<file path="src/rtl/core_sys_char_pkg.sv">
// Shared definitions for the character-memory blitter: opcodes, CSR map,
// STATUS bit positions and the FSM state encoding.
package core_sys_char_pkg;

    localparam logic [1:0] OP_NOP      = 2'd0;
    localparam logic [1:0] OP_CLEAR    = 2'd1;
    localparam logic [1:0] OP_SCROLL   = 2'd2;
    localparam logic [1:0] OP_FILL_ROW = 2'd3;

    localparam logic [1:0] CSR_CMD    = 2'd0;
    localparam logic [1:0] CSR_FILL   = 2'd1;
    localparam logic [1:0] CSR_STATUS = 2'd2;
    localparam logic [1:0] CSR_IRQ_EN = 2'd3;

    localparam int unsigned STATUS_BUSY = 0;
    localparam int unsigned STATUS_DONE = 1;
    localparam int unsigned STATUS_ERR  = 2;

    localparam int unsigned CMD_ROW_LSB = 8;
    localparam int unsigned CMD_ROW_W   = 6;

    localparam logic [7:0] FILL_CHAR_RESET = 8'h20;

    typedef enum logic [1:0] {
        StIdle,
        StFill,
        StCopyRd,
        StCopyWr
    } blit_state_e;

endpackage

</file>
<file path="src/rtl/core_sys_char_blitter.sv">
// Bulk clear / scroll-up / fill-row engine on port 2 of the character memory,
// controlled through a four-word Avalon-MM CSR slave.
module core_sys_char_blitter
    import core_sys_char_pkg::*;
#(
    parameter int unsigned COLS   = 80,
    parameter int unsigned ROWS   = 60,
    parameter int unsigned ADDR_W = 13,
    parameter int unsigned DATA_W = 8
) (
    input  logic              clk,
    input  logic              reset,
    input  logic [1:0]        avs_address,
    input  logic              avs_chipselect,
    input  logic              avs_read,
    input  logic              avs_write,
    input  logic [31:0]       avs_writedata,
    output logic [31:0]       avs_readdata,
    output logic              irq,
    output logic [ADDR_W-1:0] mem_address,
    output logic              mem_chipselect,
    output logic              mem_write,
    output logic [DATA_W-1:0] mem_writedata,
    output logic              mem_clken,
    input  logic [DATA_W-1:0] mem_readdata
);

    localparam int unsigned CELLS = COLS * ROWS;

    localparam logic [ADDR_W-1:0] COLS_A     = ADDR_W'(COLS);
    localparam logic [ADDR_W-1:0] LAST_A     = ADDR_W'(CELLS - 1);
    localparam logic [ADDR_W-1:0] COPY_END_A = ADDR_W'((ROWS - 1) * COLS - 1);

    if (64'(CELLS) > (64'd1 << ADDR_W)) begin : g_size_check
        $error("COLS*ROWS does not fit in the character memory address space");
    end

    blit_state_e         state;
    logic [ADDR_W-1:0]   addr;
    logic [ADDR_W-1:0]   end_addr;
    logic                done;
    logic                err;
    logic                irq_en;
    logic [DATA_W-1:0]   fill_char;
    logic [31:0]         readdata;

    logic                busy;
    logic                csr_wr;
    logic                cmd_wr;
    logic [1:0]          cmd_op;
    logic [CMD_ROW_W-1:0] cmd_row;
    logic                row_bad;
    logic [ADDR_W-1:0]   row_start;
    logic                accept;
    logic                reject;
    logic [31:0]         csr_rdata;
    logic                unused_wdata;

    assign busy      = (state != StIdle);
    assign csr_wr    = avs_chipselect & avs_write;
    assign cmd_wr    = csr_wr && (avs_address == CSR_CMD);
    assign cmd_op    = avs_writedata[1:0];
    assign cmd_row   = avs_writedata[CMD_ROW_LSB +: CMD_ROW_W];
    assign row_bad   = (32'(cmd_row) >= ROWS);
    assign row_start = ADDR_W'(32'(cmd_row) * COLS);

    // Any CMD write while busy is an error, including NOP.
    assign reject = cmd_wr && (busy || (cmd_op == OP_FILL_ROW && row_bad));
    assign accept = cmd_wr && !reject && (cmd_op != OP_NOP);

    assign unused_wdata = ^avs_writedata[31:CMD_ROW_LSB + CMD_ROW_W];

    always_comb begin
        csr_rdata = '0;
        case (avs_address)
            CSR_FILL:   csr_rdata[DATA_W-1:0] = fill_char;
            CSR_STATUS: begin
                csr_rdata[STATUS_BUSY] = busy;
                csr_rdata[STATUS_DONE] = done;
                csr_rdata[STATUS_ERR]  = err;
            end
            CSR_IRQ_EN: csr_rdata[0] = irq_en;
            default:    csr_rdata = '0;
        endcase
    end

    always_ff @(posedge clk or posedge reset) begin
        if (reset) begin
            state     <= StIdle;
            addr      <= '0;
            end_addr  <= '0;
            done      <= 1'b0;
            err       <= 1'b0;
            irq_en    <= 1'b0;
            fill_char <= DATA_W'(FILL_CHAR_RESET);
            readdata  <= '0;
        end else begin
            if (avs_chipselect && avs_read) begin
                readdata <= csr_rdata;
            end
            if (csr_wr && avs_address == CSR_FILL) begin
                fill_char <= avs_writedata[DATA_W-1:0];
            end
            if (csr_wr && avs_address == CSR_IRQ_EN) begin
                irq_en <= avs_writedata[0];
            end
            if (csr_wr && avs_address == CSR_STATUS) begin
                if (avs_writedata[STATUS_DONE]) done <= 1'b0;
                if (avs_writedata[STATUS_ERR])  err  <= 1'b0;
            end
            if (reject) begin
                err <= 1'b1;
            end

            // Later assignments to done override the STATUS clear above.
            unique case (state)
                StIdle: begin
                    if (accept) begin
                        done <= 1'b0;
                        case (cmd_op)
                            OP_CLEAR: begin
                                state    <= StFill;
                                addr     <= '0;
                                end_addr <= LAST_A;
                            end
                            OP_SCROLL: begin
                                state    <= (ROWS > 1) ? StCopyRd : StFill;
                                addr     <= '0;
                                end_addr <= LAST_A;
                            end
                            OP_FILL_ROW: begin
                                state    <= StFill;
                                addr     <= row_start;
                                end_addr <= row_start + COLS_A - 1'b1;
                            end
                            default: state <= StIdle;
                        endcase
                    end
                end
                StFill: begin
                    if (addr == end_addr) begin
                        state <= StIdle;
                        addr  <= '0;
                        done  <= 1'b1;
                    end else begin
                        addr <= addr + 1'b1;
                    end
                end
                StCopyRd: begin
                    state <= StCopyWr;
                end
                StCopyWr: begin
                    // The copy ends one address before the last row, which the fill phase owns.
                    addr  <= addr + 1'b1;
                    state <= (addr == COPY_END_A) ? StFill : StCopyRd;
                end
            endcase
        end
    end

    assign avs_readdata   = readdata;
    assign irq            = done & irq_en;
    assign mem_chipselect = busy;
    assign mem_clken      = busy;
    assign mem_write      = (state == StFill) || (state == StCopyWr);

    always_comb begin
        mem_address   = '0;
        mem_writedata = '0;
        unique case (state)
            StIdle: begin
                mem_address   = '0;
                mem_writedata = '0;
            end
            StFill: begin
                mem_address   = addr;
                mem_writedata = fill_char;
            end
            StCopyRd: begin
                mem_address = addr + COLS_A;
            end
            StCopyWr: begin
                mem_address   = addr;
                mem_writedata = mem_readdata;
            end
        endcase
    end

endmodule

</file>
<file path="config.mk">
export PLATFORM = sky130hd
export DESIGN_NAME = core_sys_char_blitter
export DESIGN_NICKNAME = d
export VERILOG_FILES = /design/src/rtl/core_sys_char_pkg.sv /design/src/rtl/core_sys_char_blitter.sv
export SDC_FILE = /design/constraint.sdc
export NUM_CORES = 1
export LEC_CHECK = 0
export CORE_AREA = 2 2 82 84
export CTS_CLUSTER_SIZE = 12
export DETAILED_ROUTE_END_ITERATION = 8
export DIE_AREA = 0 0 84 86
export PLACE_DENSITY = 0.84
export REMOVE_ABC_BUFFERS = 1
export SLEW_MARGIN = 15
export SYNTH_ARGS = -nofsm -noshare
export SYNTH_HDL_FRONTEND = slang
export SYNTH_SLANG_ARGS = --single-unit
</file>
<file path="constraint.sdc">
create_clock -name clk -period 3.4 [get_ports clk]
set_clock_uncertainty 0.05 [all_clocks]
set_input_delay 0.68 -clock clk [delete_from_list [all_inputs] [get_ports clk]]
set_output_delay 0.68 -clock clk [all_outputs]
set_load 0.005 [all_outputs]
</file>
Signal wires by layer:
(6 px per um)
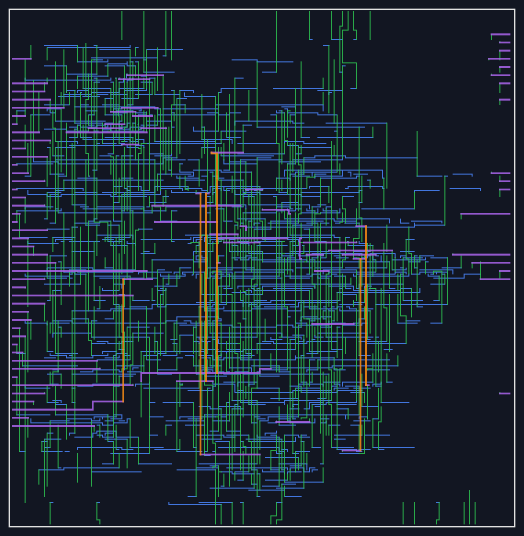
Key: metal 2 = green [wire length 3560 um]; metal 1 = blue [wire length 3180 um]; metal 3 = purple [wire length 522 um]; metal 4 = orange [wire length 191 um]

Clock network drawn from the DEF:
(3 px per um)
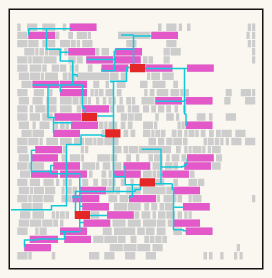
Key: clock wires = cyan [length 530 um]; clock drivers = red [count 5]; flip-flops = magenta [count 44]
There are 6 routed clock nets. Position of the flops: widely spread.

Supply network:
(4 px per um) Pins as bars on the die edge.
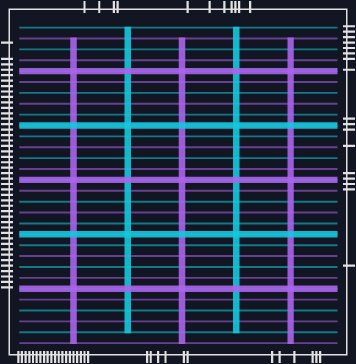
Key: VSS = purple; VDD = cyan
104 signal pins sit on the boundary. 5 straps on met5. 30 met1 rails follow the rows.

Logic cells by family:
(3 px per um)
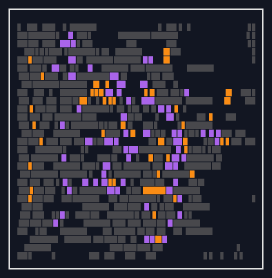
Key: aoi and oai cells = purple [cells 65]; nor cells = orange [cells 44]

==> results_slide.txt <==
Implementation Results

Final timing
  – Final tally of hold violations: 0
  – Slew @ Worst Pin: between 700 and 800 ps
  – Cycle use final: between 90% and 100%
  – Final setup TNS: 0 ps
  – Worst hold slack: 444 ps
  – Slew Limit Fails: 0
  – Slew HR: 47.0%
  – Fin worst setup slack: 239 ps
  – RSZ-0062 raised after global routing: no

Yosys
  – Yosys xor share: 6.03%
  – Main logic family: simple AND/OR/NAND/NOR gates
  – Ys flop type: dfrtp_1
  – Aoi share: between 10% and 20%
  – Syn Inst Count: 347
  – Ys async rst share: 100%
  – Synthesis area per yosys: 3050 um^2
  – Yosys Warn Count: 0
  – Mean post-synth cell area: 8.79 um^2
  – Area leader share: between 30% and 40%
  – Mapped Area: 3050 um^2
  – Yosys adder share: 7.63%
  – Yosys stat cell total: 347

Worst setup path
  – Worst Path Buf+Inv: 2
  – CP peak stage delay: 700 ps
  – Worst R2R Setup Slack: 920 ps
  – Setup crit end kind: primary output
  – Crit-path slowest cell: nor2_1
  – Worst flop-to-flop path endpoint: state[0]$_DFFE_PP0P_
  – FF-to-FF Start: state[1]$_DFFE_PP0P_
  – Launch point of the worst path: state[1]$_DFFE_PP0P_

Clocking
  – Worst-Skew Late Latency: 300 ps
  – Max Root-Sink Buffers: 2
  – Clock Sinks: 44
  – Number of buffers created by CTS: 5
  – PostCTS Resize Cnt: 0

Placement
  – I/O Buffers: between 60 and 70
  – Pre-CTS setup slack: 239 ps
  – Area after DPL: 3630 um^2
  – Dpl hpwl: 5.67 mm

Finish
  – Final core utilization: 60.4%
  – Fill count: ~540
  – Leading cell kind: combinational gates
  – Logic share of the area: 45.5%
  – Top reg by flops: addr
  – Non-clk buf share: 17.3%
  – Top cells excl fill/tap: clkdlybuf4s50_1, dfrtp_1, nand2_1
  – Clk_buf instances: 5
  – Inverters: 14
  – Design Area, Final: 3790 um^2
  – Seq cells: between 40 and 50
  – ClkCell Share: 4.19%
  – Area Growth Syn to Fin: 24.2%
  – Post-layout nets: 468

Routing
  – Vias per cell: 5.58
  – Met3 WL: approximately 520 um
  – Vias: ~2700
  – WL met1: 3.18 mm
  – Final wirelength: 7.45 mm
  – Initial DRC count: about 260

Hold path
  – Hold EP: avs_readdata[1]$_DFFE_PP0P_

Global route
  – First-pass GRT wire length: 12.4 mm
  – Largest net degree at the start of global routing: 45
  – Met2 Resource Use GR: 36.7%
  – GR Util met3: 4.43%
  – Grt peak-use layer: met2

Floorplan
  – Initial Util: between 40% and 50%
  – Chip Height: roughly 86 um
  – Chip footprint: 7220 um^2
  – Row count: 29

Power
  – Tot Pwr: 2.04 mW
  – Power Combinational: 0.701 mW
  – Reg power frac: roughly two fifths
  – Seq. pwr: 0.791 mW
  – Int Pwr: 1.39 mW
  – P per Cell Area: 538 nW/um^2
  – P_leak: roughly 1.7 nW

Run
  – MaxCap Viol Count: 0

Status
  – Outcome: finished clean
Power figures rest on the tool's default switching activity, not on a simulated workload.
